### config.mk
export PLATFORM = sky130hd
export DESIGN_NAME = pdpu_align_serializer
export DESIGN_NICKNAME = d
export VERILOG_FILES = /design/src/rtl/pdpu_align_serializer.sv
export SDC_FILE = /design/constraint.sdc
export NUM_CORES = 1
export LEC_CHECK = 0
export CAP_MARGIN = 20
export CORE_MARGIN = 2
export CORE_UTILIZATION = 45
export DETAILED_ROUTE_END_ITERATION = 6
export PLACE_DENSITY = 0.76
export REMOVE_ABC_BUFFERS = 1
export SLEW_MARGIN = 20
export SYNTH_ARGS = -nofsm -noshare
export SYNTH_HDL_FRONTEND = slang
export SYNTH_SLANG_ARGS = --single-unit
### constraint.sdc
create_clock -name clk_i -period 4.4 [get_ports clk_i]
set_input_delay 0.66 -clock clk_i [delete_from_list [all_inputs] [get_ports clk_i]]
set_output_delay 0.66 -clock clk_i [all_outputs]
set_load 0.01 [all_outputs]
### src/rtl/pdpu_align_serializer.sv
// pdpu_align_serializer: registers one PDPU vector and streams its lanes one per beat, each mantissa aligned to exp_max with a sticky bit
module pdpu_align_serializer #(
   parameter int N       = 4,
   parameter int WIDTH   = 8,
   parameter int MANT_W  = 8,
   parameter int ALIGN_W = 16,
   localparam int IW     = (N > 1) ? $clog2(N) : 1
) (
   input  logic                       clk_i,
   input  logic                       rst_i,
   input  logic                       in_valid_i,
   output logic                       in_ready_o,
   input  logic signed [WIDTH:0]      exp_max_i,
   input  logic [N*(WIDTH+1)-1:0]     exp_i,
   input  logic [N*MANT_W-1:0]        mant_i,
   input  logic [N-1:0]               sign_i,
   input  logic [N-1:0]               zero_i,
   output logic                       out_valid_o,
   input  logic                       out_ready_i,
   output logic [ALIGN_W-1:0]         out_mant_o,
   output logic                       out_sticky_o,
   output logic                       out_sign_o,
   output logic [IW-1:0]              out_idx_o,
   output logic                       out_last_o,
   output logic                       err_o
);
   localparam int EW = WIDTH + 1;
   typedef enum logic {IDLE, SEND} state_t;
   state_t              state_q;
   logic [IW-1:0]       idx_q;
   logic [N*EW-1:0]     exp_q;
   logic [N*MANT_W-1:0] mant_q;
   logic [N-1:0]        sign_q, zero_q;
   logic [EW-1:0]       exp_max_q;
   logic                err_q;
   logic                last, xfer, accept, neg, big, zero_sel;
   logic [EW-1:0]       exp_sel;
   logic [MANT_W-1:0]   mant_sel;
   logic signed [WIDTH+1:0] d;
   logic [ALIGN_W-1:0]  ext, mask;

   // handshake and per-lane alignment of the lane selected by the index
   always_comb begin
      last         = idx_q == IW'(N - 1);
      out_valid_o  = state_q == SEND;
      xfer         = out_valid_o && out_ready_i;
      in_ready_o   = !out_valid_o || (out_ready_i && last);
      accept       = in_valid_i && in_ready_o;
      exp_sel      = exp_q[idx_q*EW +: EW];
      mant_sel     = mant_q[idx_q*MANT_W +: MANT_W];
      zero_sel     = zero_q[idx_q];
      d            = {exp_max_q[WIDTH], exp_max_q} - {exp_sel[WIDTH], exp_sel};
      neg          = d < 0;
      big          = d >= ALIGN_W;
      ext          = ALIGN_W'(mant_sel) << (ALIGN_W - MANT_W);
      mask         = ~({ALIGN_W{1'b1}} << d);
      out_mant_o   = (!out_valid_o || zero_sel || big) ? '0 : neg ? ext : ext >> d;
      out_sticky_o = out_valid_o && !zero_sel && !neg && (big ? |mant_sel : |(ext & mask));
      out_sign_o   = out_valid_o && sign_q[idx_q];
      out_idx_o    = idx_q;
      out_last_o   = out_valid_o && last;
      err_o        = err_q;
   end

   // FSM: capture a vector on accept, walk the index on each beat, flag negative shifts
   always_ff @(posedge clk_i) begin
      if (rst_i) begin
         state_q   <= IDLE;
         idx_q     <= '0;
         exp_q     <= '0;
         mant_q    <= '0;
         sign_q    <= '0;
         zero_q    <= '0;
         exp_max_q <= '0;
         err_q     <= 1'b0;
      end else begin
         if (xfer && !zero_sel && neg) err_q <= 1'b1;
         if (accept) begin
            exp_q     <= exp_i;
            mant_q    <= mant_i;
            sign_q    <= sign_i;
            zero_q    <= zero_i;
            exp_max_q <= exp_max_i;
            idx_q     <= '0;
            state_q   <= SEND;
         end else if (xfer) begin
            state_q <= last ? IDLE : SEND;
            idx_q   <= last ? '0 : idx_q + 1'b1;
         end
      end
   end
endmodule

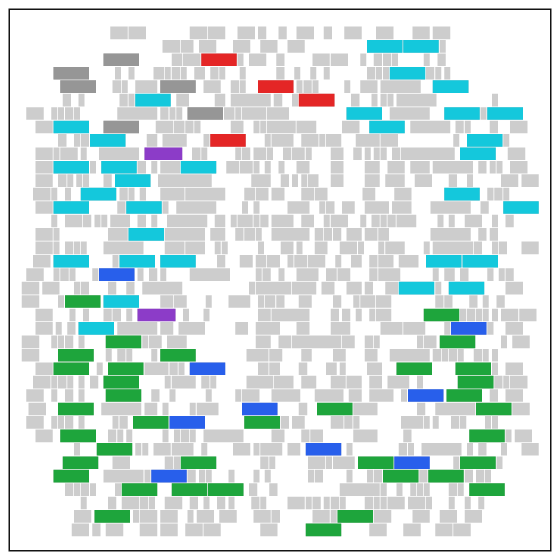
**Above:** sequential cells grouped by signal name.
Other sequential cells in the stronger grey, the rest of the logic in the fainter grey.
red -> zero_q  # placed flops 4, where north
cyan -> mant_q  # placed flops 32
purple -> out_idx_o  # placed flops 2
green -> exp_q  # placed flops 36
blue -> exp_max_q  # placed flops 9
not coloured = 6

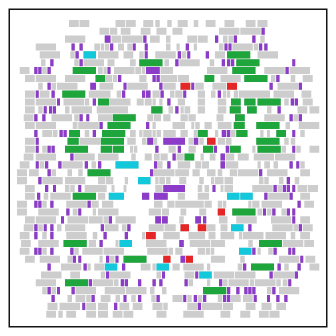
**Above:** gate-type map.
cyan -> adder and majority cells  # cells 12
green -> multiplexers  # cells 45
red -> AND-OR and OR-AND gates  # cells 9
purple -> NAND gates  # cells 213, where widely spread

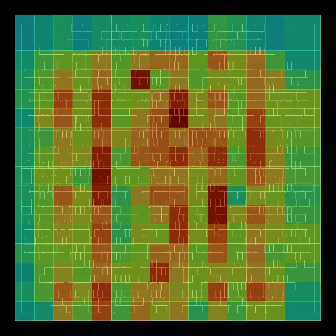
**Above:** congestion heat map.
post-layout util: 0.608
grt met2 use: 0.395

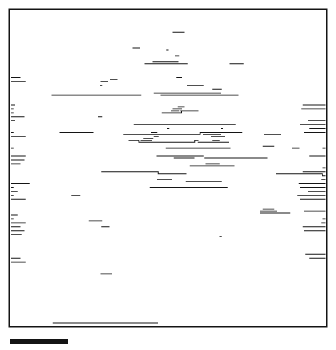
**Above:** M3 wires.
Bar = 20 um.
wire length on this layer = 768 um
share of all routed wire = 5.6%
nets with wire on the layer = 87
main direction = horizontal
longest straight run = 36.1 um

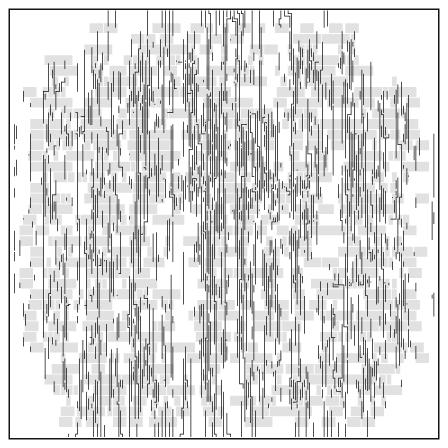
**Above:** M2 wires.
Cells faint in the background.
share of all routed wire = 48%
wire length on this layer = 6540 um
longest straight run = 46.6 um
main direction = vertical
nets with wire on the layer = 692

==> cells in the final DEF, fill, tap and decap left out, drive strengths merged, types with 3 or more instances in the layout <==
master	synthesis	routed
dfxtp	89	89
inv	14	14
a31oi	4	4
o21ai	5	5
nand4	6	6
nand2b	3	3
mux4	25	25
a211oi	4	4
a21o	4	4
buf	10	40
nand3	7	7
o22ai	7	7
nor3	5	5
a21oi	101	101
clkdlybuf4s50	0	94
and2	4	4
or4	3	3
mux2i	9	9
clkbuf	35	21
nand2	196	196
ha	11	11
xnor2	5	5
nor2	28	28
mux2	11	11
a22oi	5	5
==> sequential cells by signal, indices dropped and copies added (netlist names) <==
name	flops
out_idx_o	2
mant_q	32
out_valid_o	1
err_o	1
sign_q	4
exp_q	36
exp_max_q	9
zero_q	4
==> path summary, 6_finish.rpt <==
path	start	endpoint	slack, ns	cells after the start
hold reg to reg	exp_q[26]	exp_q[26]	0.46	2
hold / removal	exp_q[26]	exp_q[26]	0.46	2
setup / recovery	out_idx_o[0]	out_mant_o[13]	0.05	11
setup reg to reg	out_idx_o[0]	err_o	1.60	11
==> logic make-up after synthesis <==
family	synth area share
xor+xnor	0.0123
fa+ha+maj	0.0316
mux	0.156
buf+inv	0.0483
simple gates	0.224
flops	0.357
compound gates	0.172
==> report_power, final <==
group          switching [mW]  total (mW)  internal (mW)  leakage (nW)
clock network           0.289       0.626          0.337         0.107
registers              0.0286       0.880          0.851         0.731
logic                   0.344       0.641          0.297          1.64
total                   0.662        2.15           1.49          2.48
==> critical path, cell delays in order, from the launching register on <==
cell and delay (ns):
dfxtp_2 0.37, mux4_2 0.51, ha_2 0.20, fa_2 0.35, nand2b_4 0.16, a21o_1 0.17, or4_4 0.52, a32oi_4 0.30
nand4_4 0.17, buf_6 0.17, o32ai_2 0.25, buf_2 0.17
==> cell usage after synthesis (2+ instances only) <==
| cell | n |
|---|---|
| nand2_1 | 196 |
| a21oi_1 | 101 |
| dfxtp_1 | 89 |
| clkbuf_1 | 34 |
| nor2_1 | 28 |
| mux4_2 | 25 |
| inv_1 | 14 |
| ha_1 | 11 |
| mux2_2 | 11 |
| mux2i_1 | 9 |
| nand3_1 | 7 |
| o22ai_1 | 7 |
| a22oi_1 | 5 |
| buf_2 | 5 |
| nor3_1 | 5 |
| xnor2_1 | 5 |
| a211oi_1 | 4 |
| a31oi_1 | 4 |
| and2_1 | 4 |
| buf_1 | 4 |
| nand4_1 | 4 |
| o21ai_0 | 4 |
| a21o_1 | 3 |
| nand2b_4 | 2 |
| nor2b_1 | 2 |
| nor3b_1 | 2 |
| o211ai_1 | 2 |
| or3_1 | 2 |
| or4_1 | 2 |
| xor2_1 | 2 |
==> per-stage QoR <==
step                      setup slack, ns  hold WS (ns)  TNS (ns)  cell area [um2]
final                              0.0484         0.457         0             6600
after global placement             0.0823         0.441         0             6300
after detailed placement         0.000932         0.446         0             6300
after floorplan                    -0.434         0.427     -5.70             4810
after global routing              -0.0511         0.483    -0.154             6600
after CTS                         -0.0178         0.459   -0.0314             6640
==> timing repair <==
item | CTS | global route
buffers inserted | 4 | 2
pin swaps | 5 | 3
cloned | 0 | 0
hold buffers | 0 | 0
endpoints found under the setup margin | 17 | 15
resized | 52 | 26
==> results.tsv <==
metric	value	unit
status	complete, no violations	
TritonCTS clock tree	yes	
Final period util	0.989	
iteration tally of the first detailed-router pass	4	
ys flop type	dfxtp_1	
Leading cell kind	logic gates	
CP Data Required Time	3.74	ns
PwrDens	326	mW/mm2
mapped cell area	0.00500	mm2
Lkg Pwr	2.48	nW
Post-synth EDFFs	0	
average size of a mapped cell	8.07	um2
I/O Pins	113	
GRT Residual Overflow	0	
Non-Clock Buffer Count	144	
slew margin rel.	0.447	
arrival time at the worst endpoint	3.69	ns
final wirelength	13600	um
vias in the first global route	4608	
Comb area	0.00307	mm2
TritonCTS buffer count	9	
DRT met1 WL	6070	um
Yosys Instances	619	
die y size	109	um
maximum VDD drop	0.000170	V
GR Util met3	0.0255	
fraction of registers with async set/reset	0	
clock root cell	clkbuf_8	
placed cells	852	
met3 WL	768	um
setup violators final	0	
diode count	0	
Crit Path Category	flip-flop to primary output	
vias	4787	
largest net degree at the start of global routing	86	
clock transition at the registers of the reported paths	0.09	ns
Power is estimated from default activity; no workload was simulated.
